### src/rtl/spi_slave_if_if.sv
// spi_slave_if_if: bundle of SPI pins and parallel word handshake for spi_slave_if.
//  SPI pins   : sclk, cs_n, mosi (master -> slave), miso, miso_oe (slave -> master)
//  TX side    : tx_data, tx_valid in; tx_ready, tx_underrun out
//  RX side    : rx_data, rx_valid out
//  Status     : busy, frame_err out
interface spi_slave_if_if #(
  parameter int unsigned WIDTH = 8
);
  logic             sclk;
  logic             cs_n;
  logic             mosi;
  logic             miso;
  logic             miso_oe;
  logic [WIDTH-1:0] tx_data;
  logic             tx_valid;
  logic             tx_ready;
  logic [WIDTH-1:0] rx_data;
  logic             rx_valid;
  logic             busy;
  logic             frame_err;
  logic             tx_underrun;

  // SPI target side
  modport slave (
    input  sclk, cs_n, mosi, tx_data, tx_valid,
    output miso, miso_oe, tx_ready, rx_data, rx_valid, busy, frame_err, tx_underrun
  );

  // SPI master / word-source side
  modport master (
    output sclk, cs_n, mosi, tx_data, tx_valid,
    input  miso, miso_oe, tx_ready, rx_data, rx_valid, busy, frame_err, tx_underrun
  );
endinterface

### src/rtl/spi_slave_if.sv
// spi_slave_if: SPI mode-0 target (CPOL=0, CPHA=0), MSB first.
//  SCLK/CS/MOSI are oversampled on clk_i through 2-flop synchronisers; edges are found by
//  comparing the 2nd sync stage against a 3rd delay flop. WIDTH-bit words are shifted in both
//  directions; multiple words per frame are supported while CS stays low.
// Ports:
//  clk_i   system clock (>= 12x SCLK)
//  rst_ni  asynchronous active-low reset
//  spi     spi_slave_if_if.slave: SPI pins, tx word handshake, rx word output, status pulses
module spi_slave_if #(
  parameter int unsigned      WIDTH = 8,
  parameter logic [WIDTH-1:0] DUMMY = WIDTH'(8'hFF)
) (
  input  logic           clk_i,
  input  logic           rst_ni,
  spi_slave_if_if.slave  spi
);

  localparam int unsigned      CNT_W    = (WIDTH > 1) ? $clog2(WIDTH) : 1;
  localparam logic [CNT_W-1:0] LAST_BIT = CNT_W'(WIDTH - 1);

  typedef enum logic {
    IDLE   = 1'b0,
    ACTIVE = 1'b1
  } state_e;

  state_e           state_q;

  // Synchronisers: [0]=1st stage, [1]=2nd stage, [2]=edge-detect delay
  logic [2:0]       sclk_sync_q;
  logic [2:0]       cs_sync_q;
  logic [1:0]       mosi_sync_q;

  logic [CNT_W-1:0] bit_cnt_q;
  logic             wrap_q;
  logic [WIDTH-1:0] rx_shift_q;
  logic [WIDTH-1:0] tx_shift_q;

  logic             miso_q;
  logic             miso_oe_q;
  logic             tx_ready_q;
  logic [WIDTH-1:0] rx_data_q;
  logic             rx_valid_q;
  logic             busy_q;
  logic             frame_err_q;
  logic             tx_underrun_q;

  logic             sclk_rise;
  logic             sclk_fall;
  logic             cs_fall;
  logic             cs_rise;
  logic             mosi_s;
  logic [WIDTH-1:0] rx_shift_d;
  logic [WIDTH-1:0] load_word_d;
  logic [WIDTH-1:0] tx_shift_d;

  // Edge detection on the synchronised pins
  assign sclk_rise = sclk_sync_q[1] & ~sclk_sync_q[2];
  assign sclk_fall = ~sclk_sync_q[1] & sclk_sync_q[2];
  assign cs_fall   = ~cs_sync_q[1] & cs_sync_q[2];
  assign cs_rise   = cs_sync_q[1] & ~cs_sync_q[2];
  assign mosi_s    = mosi_sync_q[1];

  // Next values of the shifters
  assign rx_shift_d  = {rx_shift_q[WIDTH-2:0], mosi_s};
  assign tx_shift_d  = {tx_shift_q[WIDTH-2:0], 1'b0};
  assign load_word_d = spi.tx_valid ? spi.tx_data : DUMMY;

  // Synchronisers, frame FSM, shifters and registered outputs
  always_ff @(posedge clk_i or negedge rst_ni) begin
    if (!rst_ni) begin
      sclk_sync_q   <= 3'b000;
      cs_sync_q     <= 3'b111;
      mosi_sync_q   <= 2'b00;
      state_q       <= IDLE;
      bit_cnt_q     <= '0;
      wrap_q        <= 1'b0;
      rx_shift_q    <= '0;
      tx_shift_q    <= '0;
      miso_q        <= 1'b0;
      miso_oe_q     <= 1'b0;
      tx_ready_q    <= 1'b0;
      rx_data_q     <= '0;
      rx_valid_q    <= 1'b0;
      busy_q        <= 1'b0;
      frame_err_q   <= 1'b0;
      tx_underrun_q <= 1'b0;
    end else begin
      sclk_sync_q <= {sclk_sync_q[1:0], spi.sclk};
      cs_sync_q   <= {cs_sync_q[1:0], spi.cs_n};
      mosi_sync_q <= {mosi_sync_q[0], spi.mosi};

      // Single-cycle pulses default low
      tx_ready_q    <= 1'b0;
      rx_valid_q    <= 1'b0;
      frame_err_q   <= 1'b0;
      tx_underrun_q <= 1'b0;

      case (state_q)
        IDLE: begin
          // SCLK activity while deselected is ignored
          if (cs_fall) begin
            state_q       <= ACTIVE;
            busy_q        <= 1'b1;
            miso_oe_q     <= 1'b1;
            bit_cnt_q     <= '0;
            wrap_q        <= 1'b0;
            tx_shift_q    <= load_word_d;
            miso_q        <= load_word_d[WIDTH-1];
            tx_ready_q    <= spi.tx_valid;
            tx_underrun_q <= ~spi.tx_valid;
          end
        end

        ACTIVE: begin
          if (cs_rise) begin
            // Deselect wins over a coincident SCLK edge; a partial word is dropped
            state_q     <= IDLE;
            busy_q      <= 1'b0;
            miso_oe_q   <= 1'b0;
            miso_q      <= 1'b0;
            frame_err_q <= (bit_cnt_q != '0);
            bit_cnt_q   <= '0;
            wrap_q      <= 1'b0;
          end else if (sclk_rise) begin
            rx_shift_q <= rx_shift_d;
            if (bit_cnt_q == LAST_BIT) begin
              rx_data_q  <= rx_shift_d;
              rx_valid_q <= 1'b1;
              bit_cnt_q  <= '0;
              wrap_q     <= 1'b1;
            end else begin
              bit_cnt_q <= bit_cnt_q + CNT_W'(1);
            end
          end else if (sclk_fall) begin
            if (wrap_q) begin
              // Word boundary inside a frame: fetch the next reply word
              wrap_q        <= 1'b0;
              tx_shift_q    <= load_word_d;
              miso_q        <= load_word_d[WIDTH-1];
              tx_ready_q    <= spi.tx_valid;
              tx_underrun_q <= ~spi.tx_valid;
            end else begin
              tx_shift_q <= tx_shift_d;
              miso_q     <= tx_shift_q[WIDTH-2];
            end
          end
        end

        default: begin
          state_q <= IDLE;
        end
      endcase
    end
  end

  assign spi.miso        = miso_q;
  assign spi.miso_oe     = miso_oe_q;
  assign spi.tx_ready    = tx_ready_q;
  assign spi.rx_data     = rx_data_q;
  assign spi.rx_valid    = rx_valid_q;
  assign spi.busy        = busy_q;
  assign spi.frame_err   = frame_err_q;
  assign spi.tx_underrun = tx_underrun_q;

endmodule

### src/flat_wrapper.sv
// flat-port wrapper written by rule: the top's interface ports become plain ports
module spi_slave_if_flat 
#(
  parameter int unsigned      WIDTH = 8,
  parameter logic [WIDTH-1:0] DUMMY = WIDTH'(8'hFF)
)
  (clk_i, rst_ni, spi_sclk, spi_cs_n, spi_mosi, spi_tx_data, spi_tx_valid, spi_miso, spi_miso_oe, spi_tx_ready, spi_rx_data, spi_rx_valid, spi_busy, spi_frame_err, spi_tx_underrun);
  spi_slave_if_if #(.WIDTH(WIDTH)) spi_i ();
  input  logic clk_i;
  input  logic rst_ni;
  input wire logic [$bits(spi_i.sclk)-1:0] spi_sclk;
  input wire logic [$bits(spi_i.cs_n)-1:0] spi_cs_n;
  input wire logic [$bits(spi_i.mosi)-1:0] spi_mosi;
  input wire logic [$bits(spi_i.tx_data)-1:0] spi_tx_data;
  input wire logic [$bits(spi_i.tx_valid)-1:0] spi_tx_valid;
  output wire logic [$bits(spi_i.miso)-1:0] spi_miso;
  output wire logic [$bits(spi_i.miso_oe)-1:0] spi_miso_oe;
  output wire logic [$bits(spi_i.tx_ready)-1:0] spi_tx_ready;
  output wire logic [$bits(spi_i.rx_data)-1:0] spi_rx_data;
  output wire logic [$bits(spi_i.rx_valid)-1:0] spi_rx_valid;
  output wire logic [$bits(spi_i.busy)-1:0] spi_busy;
  output wire logic [$bits(spi_i.frame_err)-1:0] spi_frame_err;
  output wire logic [$bits(spi_i.tx_underrun)-1:0] spi_tx_underrun;
  assign spi_i.sclk = spi_sclk;
  assign spi_i.cs_n = spi_cs_n;
  assign spi_i.mosi = spi_mosi;
  assign spi_i.tx_data = spi_tx_data;
  assign spi_i.tx_valid = spi_tx_valid;
  assign spi_miso = spi_i.miso;
  assign spi_miso_oe = spi_i.miso_oe;
  assign spi_tx_ready = spi_i.tx_ready;
  assign spi_rx_data = spi_i.rx_data;
  assign spi_rx_valid = spi_i.rx_valid;
  assign spi_busy = spi_i.busy;
  assign spi_frame_err = spi_i.frame_err;
  assign spi_tx_underrun = spi_i.tx_underrun;
  spi_slave_if #(.WIDTH(WIDTH), .DUMMY(DUMMY)) u_core (.clk_i(clk_i), .rst_ni(rst_ni), .spi(spi_i));
endmodule
### config.mk
export PLATFORM = sky130hd
export DESIGN_NAME = spi_slave_if_flat
export DESIGN_NICKNAME = d
export VERILOG_FILES = /design/src/rtl/spi_slave_if_if.sv /design/src/rtl/spi_slave_if.sv /design/src/flat_wrapper.sv
export SDC_FILE = /design/constraint.sdc
export NUM_CORES = 1
export LEC_CHECK = 0
export CAP_MARGIN = 20
export CELL_PAD_IN_SITES_DETAIL_PLACEMENT = 1
export CELL_PAD_IN_SITES_GLOBAL_PLACEMENT = 2
export CORE_MARGIN = 2
export CORE_UTILIZATION = 35
export CTS_BUF_LIST = sky130_fd_sc_hd__clkbuf_4 sky130_fd_sc_hd__clkbuf_8
export DETAILED_ROUTE_END_ITERATION = 6
export GPL_ROUTABILITY_DRIVEN = 0
export PLACE_DENSITY = 0.89
export SYNTH_ARGS = -nofsm -noshare
export SYNTH_HDL_FRONTEND = slang
export SYNTH_SLANG_ARGS = --single-unit
### constraint.sdc
create_clock -name clk_i -period 2.01 [get_ports clk_i]
set_input_delay 0.402 -clock clk_i [delete_from_list [all_inputs] [get_ports clk_i]]
set_output_delay 0.402 -clock clk_i [all_outputs]
set_load 0.02 [all_outputs]
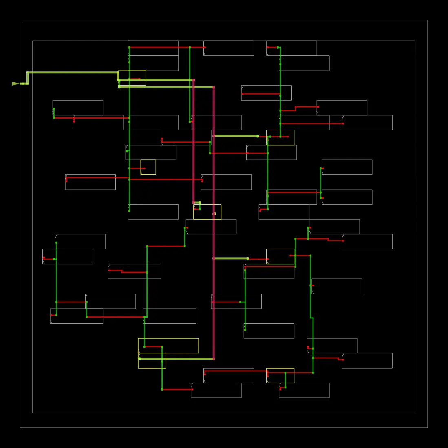
**Above:** clock nets.
flip-flops: 41
clk_buf instances: 7
CTS Buf Count: 5
# clock sinks: 41
Clock Skews: 0.00615 ns

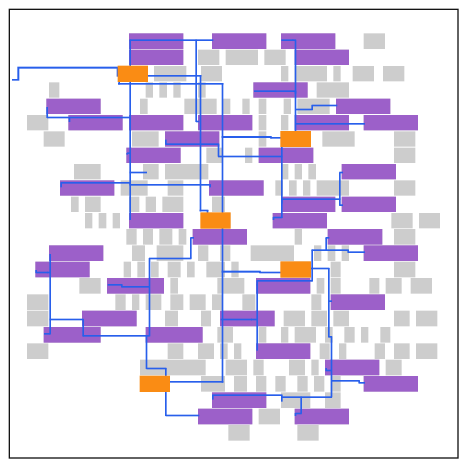
**Above:** routed clock nets over the placement.
(6 px per µm)
[orange] clock drivers | count: 5
[purple] flip-flops | count: 41
[blue] clock wires | length: 562 µm
flops lie: all over the die
routed clock nets: 6

==> impl_metrics.env <==
# flow metrics
export IMPL_met3_length_um=168
export IMPL_critical_path_n_buffers_inverters=1
export IMPL_n_all_buffers=33
export IMPL_ys_warn_count=0
export IMPL_worstPathArrival_ns=1.32
export IMPL_netlist_instances=155
export IMPL_seq_power_mw=1.03
export IMPL_synth_top_area_share=0.546
export IMPL_io_buffers=28
export IMPL_busiest_layer="met2"
export IMPL_ff_latch_area_um2=1030
export IMPL_post_layout_nonfiller_instances=256
export IMPL_track_usage=0.148
export IMPL_power_leader="sequential cells"
export IMPL_m1WireLength_um=1630
export IMPL_syn_avg_cell_area_um2=11.2
export IMPL_ys_sh_mux=0.0812
export IMPL_r2r_start="u_core.cs_sync_q[2]"
export IMPL_clk_pin_slew_ns=0.08
export IMPL_dominant_cells="sequential cells"
export IMPL_die_h_um=74.5
export IMPL_xor_share=0
export IMPL_ant_nets=0
export IMPL_dp_cells=248
export IMPL_ys_area_um2=1740
export IMPL_synthSimpleGateAreaFrac=0.168
export IMPL_nNonClkInverters=6
export IMPL_dpl_cell_area_um2=2100
export IMPL_seqPwrFrac=0.499
export IMPL_r2r_slack_ns=0.31
export IMPL_tns_ns=0
export IMPL_warning_count=28
export IMPL_compound_area_frac=0.0905
export IMPL_drc=0
export IMPL_tightest_slew_ns=0.546
export IMPL_holdCritPathClass="primary input to async pin"
export IMPL_use_met2=0.227
export IMPL_synth_nets=173
export IMPL_p_int_mw=1.51
export IMPL_largest_reg_flops=8
export IMPL_min_period_over_period=0.856
export IMPL_met3_usage=0.0474
export IMPL_design_area_um2=2230
export IMPL_viasPerCell=4.78
export IMPL_setup_slack_ns=0.290
export IMPL_dp_slack_ns=0.0643
export IMPL_cpLargestDelayFamily="buffers and inverters"
export IMPL_power_switching_uw=543
export IMPL_antenna_found_initial=0
export IMPL_crit_chain="clkdlybuf4s50_1"
export IMPL_pwr_share_comb=0.158
export IMPL_drive_gt1_frac=0.148
export IMPL_dr_total_vias=1223
export IMPL_fillers=543
export IMPL_routed_wl_um=3520
export IMPL_dieWidth_um=74.5
export IMPL_drt_pass1_iterations=4
export IMPL_clock_latency_ns=0.30
export IMPL_synth_flops=41
export IMPL_clk_share=0.0539
export IMPL_path_max_fanout=4
export IMPL_period_minus_slack_ns=1.72
export IMPL_most_common_layout_cells="dfrtp_1, nand2_1, clkdlybuf4s50_1"
export IMPL_synth_edff_count=0
export IMPL_ys_flop_type="dfrtp_1"
export IMPL_comb_area_um2=648
export IMPL_p_leak_nw=1.07
export IMPL_clockPowerShare=0.343
export IMPL_top_layer="met4"
export IMPL_setup_violations=0
export IMPL_coreArea_um2=4750
export IMPL_wire_per_inst_um=13.7
export IMPL_ys_seq_share=0.591
export IMPL_layout_nets=206
export IMPL_maxCapViolCount=0
export IMPL_diodes=0
export IMPL_synth_cellmix_adderShare=0.0287
export IMPL_grt_pass1_wl_um=6020
export IMPL_peakVddDrop_mv=0.318
export IMPL_powerDensity_nw_per_um2=923
export IMPL_pg_comb_uw=324
export IMPL_rsz0062_at_grt="no"
export IMPL_final_util=0.469
export IMPL_drtIter0Drc=49
export IMPL_hold_viol_final=0
export IMPL_netlist_logic_family_top="simple AND/OR/NAND/NOR gates"
export IMPL_synth_cell_types=31
export IMPL_seq_area_frac=0.462
export IMPL_syn_area_um2=1740
export IMPL_fp_util=0.366
export IMPL_clk_path_buf_depth=2
export IMPL_fmax_mhz=581
export IMPL_rows=25
export IMPL_cts_tree="done"
export IMPL_yosys_cells=155
export IMPL_io_pin_count=29
export IMPL_area_growth_pct=28.0
export IMPL_comb_cells=101
export IMPL_met1_usage=0.189
export IMPL_largest_area_cell="dfrtp_1"
export IMPL_dieArea_um2=5560
export IMPL_slew_violations=0
export IMPL_async_flop_share=1.00
export IMPL_taps=67
export IMPL_hold_slack_ns=0.0495
export IMPL_slowest_delay_ns=0.63
export IMPL_dp_hpwl_um=2560
export IMPL_reg2regPathDepth=4
export IMPL_area_leaders="dfrtp_1, nand2_1, mux2_4"
export IMPL_synthMostInstantiatedCell="dfrtp_1"
export IMPL_grt_max_degree=24
export IMPL_cts_root_buf="clkbuf_8"
export IMPL_power_total_mw=2.06
export IMPL_grt_overflow=0
export IMPL_crit_slowest_cell="clkdlybuf4s50_1"
export IMPL_top_cells_by_count="dfrtp_1, nand2_1, o21ai_0, mux2_4"
export IMPL_final_nonclk_buf_share=0.146
export IMPL_comb_area_frac=0.291
export IMPL_wl_met2_um=1640
export IMPL_h_tree_depth=2
export IMPL_final_common_cell="dfrtp_1"
export IMPL_crit_required_ns=1.61
export IMPL_cp_start_kind="flip-flop"
export IMPL_outcome="finished, final reports clean"
export IMPL_grt_pass1_vias=1283
export IMPL_p_sw_frac=0.264
export IMPL_relSlewSlack=0.635
export IMPL_post_cts_buffers=0
export IMPL_end_kind="output pin"
export IMPL_criticalPathCategory="flip-flop to output pin"
export IMPL_worstReg2RegEnd="u_core.spi.rx_data[4]"
export IMPL_power_clock_uw=706
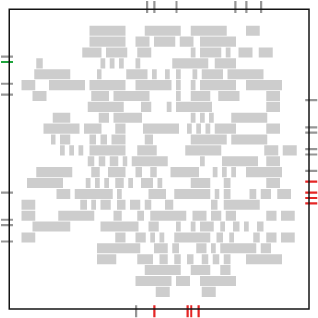
**Above:** pin placement.
(4 px per µm) Pins as bars across the die edge, other pins in gray.
| color | port | pins | direction | edge |
|---|---|---|---|---|
| green | rst_ni | 1 | input | left |
| red | spi_tx_data | 8 | input | 4 right, 4 bottom |

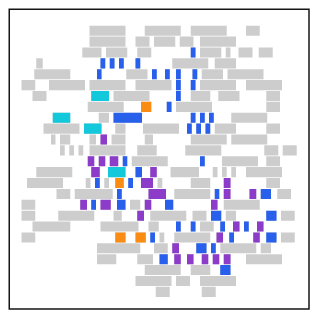
**Above:** logic cells by family.
(4 px per µm)
| color | family | cells |
|---|---|---|
| orange | and/or cells | 4 |
| blue | nand cells | 45 |
| purple | aoi and oai cells | 26 |
| cyan | fa/ha/maj cells | 4 |

[worst max-delay path by stage]
stage | startpoint | to | slack [ns] | cells past startpoint
2_1_floorplan | u_core.cs_sync_q[1] | u_core.spi.rx_data[0] | 0.46 | 6
3_3_place_gp | u_core.cs_sync_q[1] | u_core.tx_shift_q[4] | 0.17 | 3
3_5_place_dp | u_core.cs_sync_q[1] | u_core.tx_shift_q[4] | 0.06 | 3
4_1_cts | u_core.cs_sync_q[1] | u_core.tx_shift_q[4] | 0.05 | 3
5_1_grt | u_core.cs_sync_q[1] | u_core.tx_shift_q[0] | 0.19 | 3
6_report | u_core.spi.busy | spi_miso_oe | 0.29 | 1
[what timing repair did]
item / CTS / global route
gates resized: 0 / 1
setup endpoints to repair: 0 / 7
hold buffers: 0 / 0
